**Wiring by layer**

Drawn at 10 px/um. Two of the layers only.
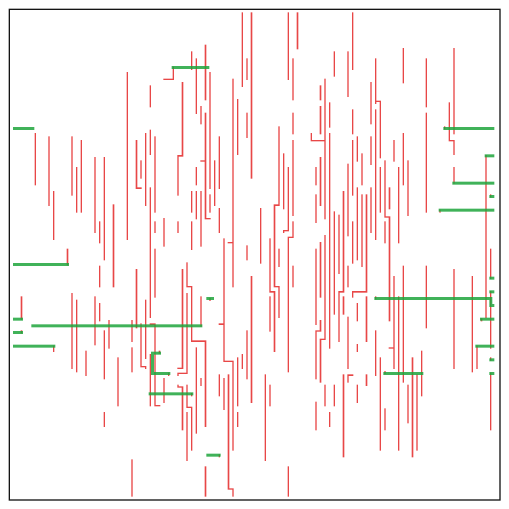
**Nets reached from selected ports**

Drawn at 6 px/um.
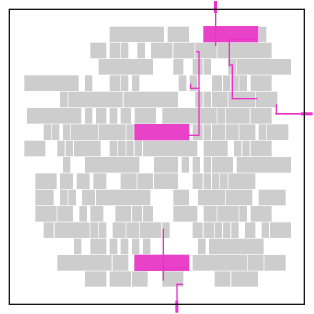
**Cell sizes after repair**

Drawn at 10 px/um.
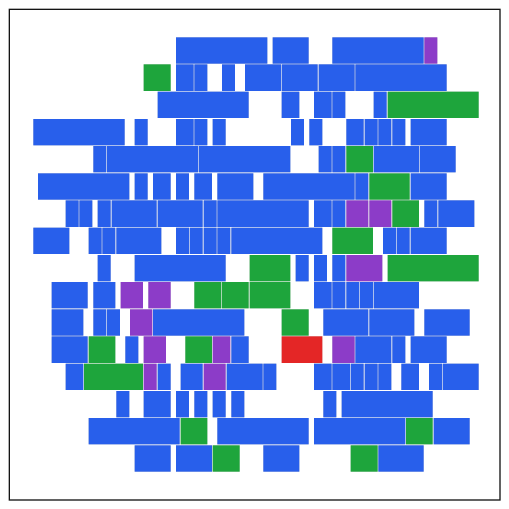
**Ports around the boundary**

Drawn at 10 px/um. Pins as bars across the die edge, other pins in gray.
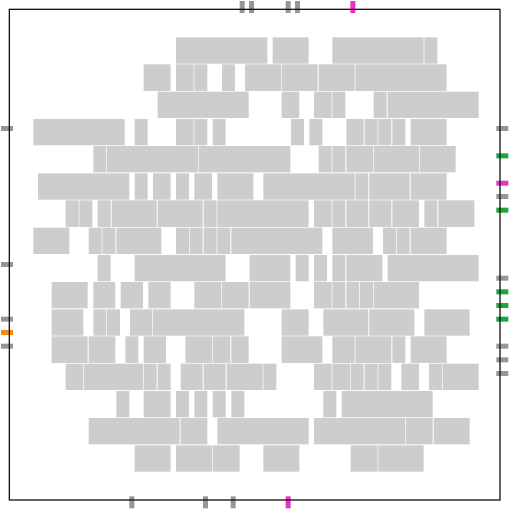
`src/rtl/caf_peak_select.sv`:
```
// caf_peak_select
// Collects one (out_max, index) slice result per frequency step of a sweep and
// reports the global peak of the sweep: magnitude, time lag and frequency bin.
//
// Ports:
//   clk, rst_n      clock (rising edge) and asynchronous active-low reset
//   start           pulse: clear and arm a new sweep (restarts an open sweep)
//   m_axis_tvalid   upstream slice result valid
//   out_max, index  slice peak magnitude (unsigned) and its lag
//   s_axis_tready   ready to accept a slice result (high only while collecting)
//   peak_value      best magnitude of the sweep
//   peak_index      lag of the best magnitude
//   peak_freq       frequency bin (0..freq_bins-1) of the best magnitude
//   s_axis_tvalid   sweep result valid, held until m_axis_tready
//   m_axis_tready   downstream accepts the sweep result
//
// Optional feature, macro CAF_PEAK_THRESH_EN:
//   adds input threshold and output peak_detect = (peak_value >= threshold),
//   registered together with s_axis_tvalid. threshold is sampled on the
//   cycle the block enters DONE.
module caf_peak_select #(
    parameter int out_max_bits        = 5,
    parameter int length_counter_bits = 3,
    parameter int freq_bins           = 8,
    parameter int freq_counter_bits   = 3
) (
    input  logic                           clk,
    input  logic                           rst_n,
    input  logic                           start,
    input  logic                           m_axis_tvalid,
    input  logic [out_max_bits-1:0]        out_max,
    input  logic [length_counter_bits-1:0] index,
    output logic                           s_axis_tready,
    output logic [out_max_bits-1:0]        peak_value,
    output logic [length_counter_bits-1:0] peak_index,
    output logic [freq_counter_bits-1:0]   peak_freq,
    output logic                           s_axis_tvalid,
`ifdef CAF_PEAK_THRESH_EN
    input  logic [out_max_bits-1:0]        threshold,
    output logic                           peak_detect,
`endif
    input  logic                           m_axis_tready
);

    typedef enum logic [1:0] {
        IDLE    = 2'd0,
        COLLECT = 2'd1,
        DONE    = 2'd2
    } state_t;

    localparam logic [freq_counter_bits-1:0] LAST_BIN = freq_counter_bits'(freq_bins - 1);

    state_t                           state_r;
    logic [freq_counter_bits-1:0]     bin_r;
    logic [out_max_bits-1:0]          peak_value_r;
    logic [length_counter_bits-1:0]   peak_index_r;
    logic [freq_counter_bits-1:0]     peak_freq_r;
    logic                             tvalid_r;
    logic                             peak_detect_r;

    logic                             accept_s;
    logic                             load_s;
    logic                             last_s;
    logic [out_max_bits-1:0]          nxt_value_s;

    // Accept / compare decode; a start in COLLECT discards the concurrent sample.
    always_comb begin
        accept_s    = 1'b0;
        load_s      = 1'b0;
        last_s      = 1'b0;
        nxt_value_s = peak_value_r;
        accept_s    = (state_r == COLLECT) && m_axis_tvalid && !start;
        // Bin 0 always loads so a new sweep never compares against the old result.
        load_s      = accept_s && ((bin_r == '0) || (out_max > peak_value_r));
        last_s      = accept_s && (bin_r == LAST_BIN);
        nxt_value_s = load_s ? out_max : peak_value_r;
    end

    // Sweep FSM with bin counter, running peak and registered result outputs.
    always_ff @(posedge clk or negedge rst_n) begin
        if (!rst_n) begin
            state_r       <= IDLE;
            bin_r         <= '0;
            peak_value_r  <= '0;
            peak_index_r  <= '0;
            peak_freq_r   <= '0;
            tvalid_r      <= 1'b0;
            peak_detect_r <= 1'b0;
        end else begin
            case (state_r)
                IDLE: begin
                    if (start) begin
                        state_r <= COLLECT;
                        bin_r   <= '0;
                    end
                end
                COLLECT: begin
                    if (start) begin
                        bin_r <= '0;
                    end else if (accept_s) begin
                        if (load_s) begin
                            peak_value_r <= out_max;
                            peak_index_r <= index;
                            peak_freq_r  <= bin_r;
                        end
                        if (last_s) begin
                            state_r  <= DONE;
                            tvalid_r <= 1'b1;
`ifdef CAF_PEAK_THRESH_EN
                            peak_detect_r <= (nxt_value_s >= threshold);
`else
                            peak_detect_r <= 1'b0;
`endif
                        end else begin
                            bin_r <= bin_r + {{(freq_counter_bits-1){1'b0}}, 1'b1};
                        end
                    end
                end
                DONE: begin
                    // start is ignored here: the result has to be drained first.
                    if (m_axis_tready) begin
                        state_r       <= IDLE;
                        tvalid_r      <= 1'b0;
                        peak_detect_r <= 1'b0;
                    end
                end
                default: begin
                    state_r       <= IDLE;
                    tvalid_r      <= 1'b0;
                    peak_detect_r <= 1'b0;
                end
            endcase
        end
    end

    assign s_axis_tready = (state_r == COLLECT);
    assign s_axis_tvalid = tvalid_r;
    assign peak_value    = peak_value_r;
    assign peak_index    = peak_index_r;
    assign peak_freq     = peak_freq_r;
`ifdef CAF_PEAK_THRESH_EN
    assign peak_detect   = peak_detect_r;
`endif

endmodule

```
`config.mk`:
```
export PLATFORM = sky130hd
export DESIGN_NAME = caf_peak_select
export DESIGN_NICKNAME = d
export VERILOG_FILES = /design/src/rtl/caf_peak_select.sv
export SDC_FILE = /design/constraint.sdc
export NUM_CORES = 1
export LEC_CHECK = 0
export ABC_AREA = 1
export CAP_MARGIN = 20
export CORE_MARGIN = 2
export CORE_UTILIZATION = 46
export DETAILED_ROUTE_END_ITERATION = 8
export PLACE_DENSITY = 0.79
export SYNTH_ARGS = -nofsm -noshare
export SYNTH_HDL_FRONTEND = slang
export SYNTH_SLANG_ARGS = --single-unit
```
`constraint.sdc`:
```
create_clock -name clk -period 1.67 [get_ports clk]
set_input_delay 0.334 -clock clk [delete_from_list [all_inputs] [get_ports clk]]
set_output_delay 0.334 -clock clk [all_outputs]
set_load 0.005 [all_outputs]
```
==> ci_impl_report.md <==
### Flow metrics

| Metric | Value |
|---|---|
| Outcome | finished clean |
| Area leader share | around 46% |
| Worst hold slack | 347 ps |
| Distinct cells, synth | 15 |
| Clock group share of total power | 14.7% |
| Clock slew at the register clock pins of the worst setup and hold paths | ~100 ps |
| Setup ws final | around 73 ps |
| Uppermost layer routed | met4 |
| Grt met2 use | 32.0% |
| Max Cap Viol | 0 |
| P&R area growth vs syn | 47.8% |
| # clock sinks | 17 |
| Post-layout util | 70.7% |
| Avg Inst Size Synth | 8.07 sq um |
| YS chip area | 928 sq um |
| Row Count | 16 |
| CTS Buf Count | 3 |
| Total negative slack | 0 ps |
| GPL Wtd Cong | 0.771 |
| CP Max Fanout | 5 |
| Logic pwr share | 47.1% |
| Vias per inst | ~4.8 |
| Io pins | 26 |
| Most used routing layer | met2 |
| Post-route ant nets | 0 |
| Die Width | a little under 50 um |
| CTS tree | yes |
| Quantity of gates resized following cts | 4 |
| Hold Buf Count CTS | 0 |
| CP Capture Type | flip-flop |
| Maximum clock insertion buffer count | 2 |
| Leak | between 0.0007 and 0.0008 uW |
About 'wiring by layer':
Key: green = metal 3 [wire length 77.2 um]; red = metal 2 [wire length 1060 um]
drt wl/cell: 12.0 um
final WL: 2.14 mm

About 'nets reached from selected ports':
Key: magenta = peak_index [bits 3, direction output, edge 1 top, 1 right, 1 bottom, end cells 3, wire 65.0 um]

About 'cell sizes after repair':
Key: purple = _2 cells [cells 12, share 7.9%, most used nand2_2]; green = _3 and _4 cells [cells 19, share 13%, most used buf_4]; blue = _0 and _1 cells [cells 120, share 79%, most used nand2_1]; red = _6 and larger [cells 1, share 0.66%, most used buf_6]

About 'ports around the boundary':
Key: magenta = peak_index [pins 3, direction output, edge 1 top, 1 right, 1 bottom]; green = out_max [pins 5, direction input, edge right]; orange = s_axis_tready [pins 1, direction output, edge left]
All pins by edge: 12 right, 5 left, 5 top, 4 bottom.
IO Port Bufs: 25
Die Ht: 48.9 um

==> synth_stat cells <==
cell type,instances
or3_1,1
buf_4,1
nor3_4,1
nand3_1,14
a21oi_1,1
dfrtp_1,17
nand4_1,1
nand2_2,5
buf_2,1
nor2_1,2
inv_1,16
nand3b_1,1
ha_1,8
nand2_1,45
buf_6,1
==> registers in the layout, summed over array words and instances (netlist names) <==
register,cells
peak_index,3
peak_freq,3
bin_r,3
s_axis_tvalid,1
peak_value,5
state_r,2
==> final timing paths <==
kind                                           startpoint                         to  slack [ps]  cells after the start
worst max-delay path            peak_value[3]$_DFFE_PN0P_  peak_value[1]$_DFFE_PN0P_          70                     11
worst min-delay path                                rst_n  peak_index[0]$_DFFE_PN0P_         350                      2
worst max register to register  peak_value[3]$_DFFE_PN0P_  peak_value[1]$_DFFE_PN0P_          70                     11
worst min register to register   peak_freq[1]$_DFFE_PN0P_   peak_freq[1]$_DFFE_PN0P_         480                      2
max in group asynchronous                           rst_n  peak_value[0]$_DFFE_PN0P_        1140                      2
min in group clk                               out_max[4]  peak_value[4]$_DFFE_PN0P_         370                      3
==> area by class of cell <==
cell class                 count  area, sq um
clock buffer                   3         22.5
clock inverter                 1         5.00
sequential                    17          425
inverter                      16         60.1
tap                           27         33.8
multi-input combinational     80          490
fill                         150          569
timing repair buffer          35          335
==> cells by family after synthesis <==
kind of cell	count (synthesis)	synth area share [%]
compound gates	1	0.539
flops	17	45.8
simple gates	70	33.8
fa+ha+maj	8	10.8
buf+inv	19	9.03
==> cell usage in the layout, fill, tap and decap left out, types with 2 or more instances in the layout <==
cell,n
ha_1,6
nand2_1,40
nand3_1,13
dlymetal6s2s_1,3
nand2_2,8
ha_4,2
inv_1,14
clkbuf_4,3
inv_2,2
nand2_4,3
buf_4,9
clkdlybuf4s50_1,21
dfrtp_1,17
Power and IR drop assume default switching activity.
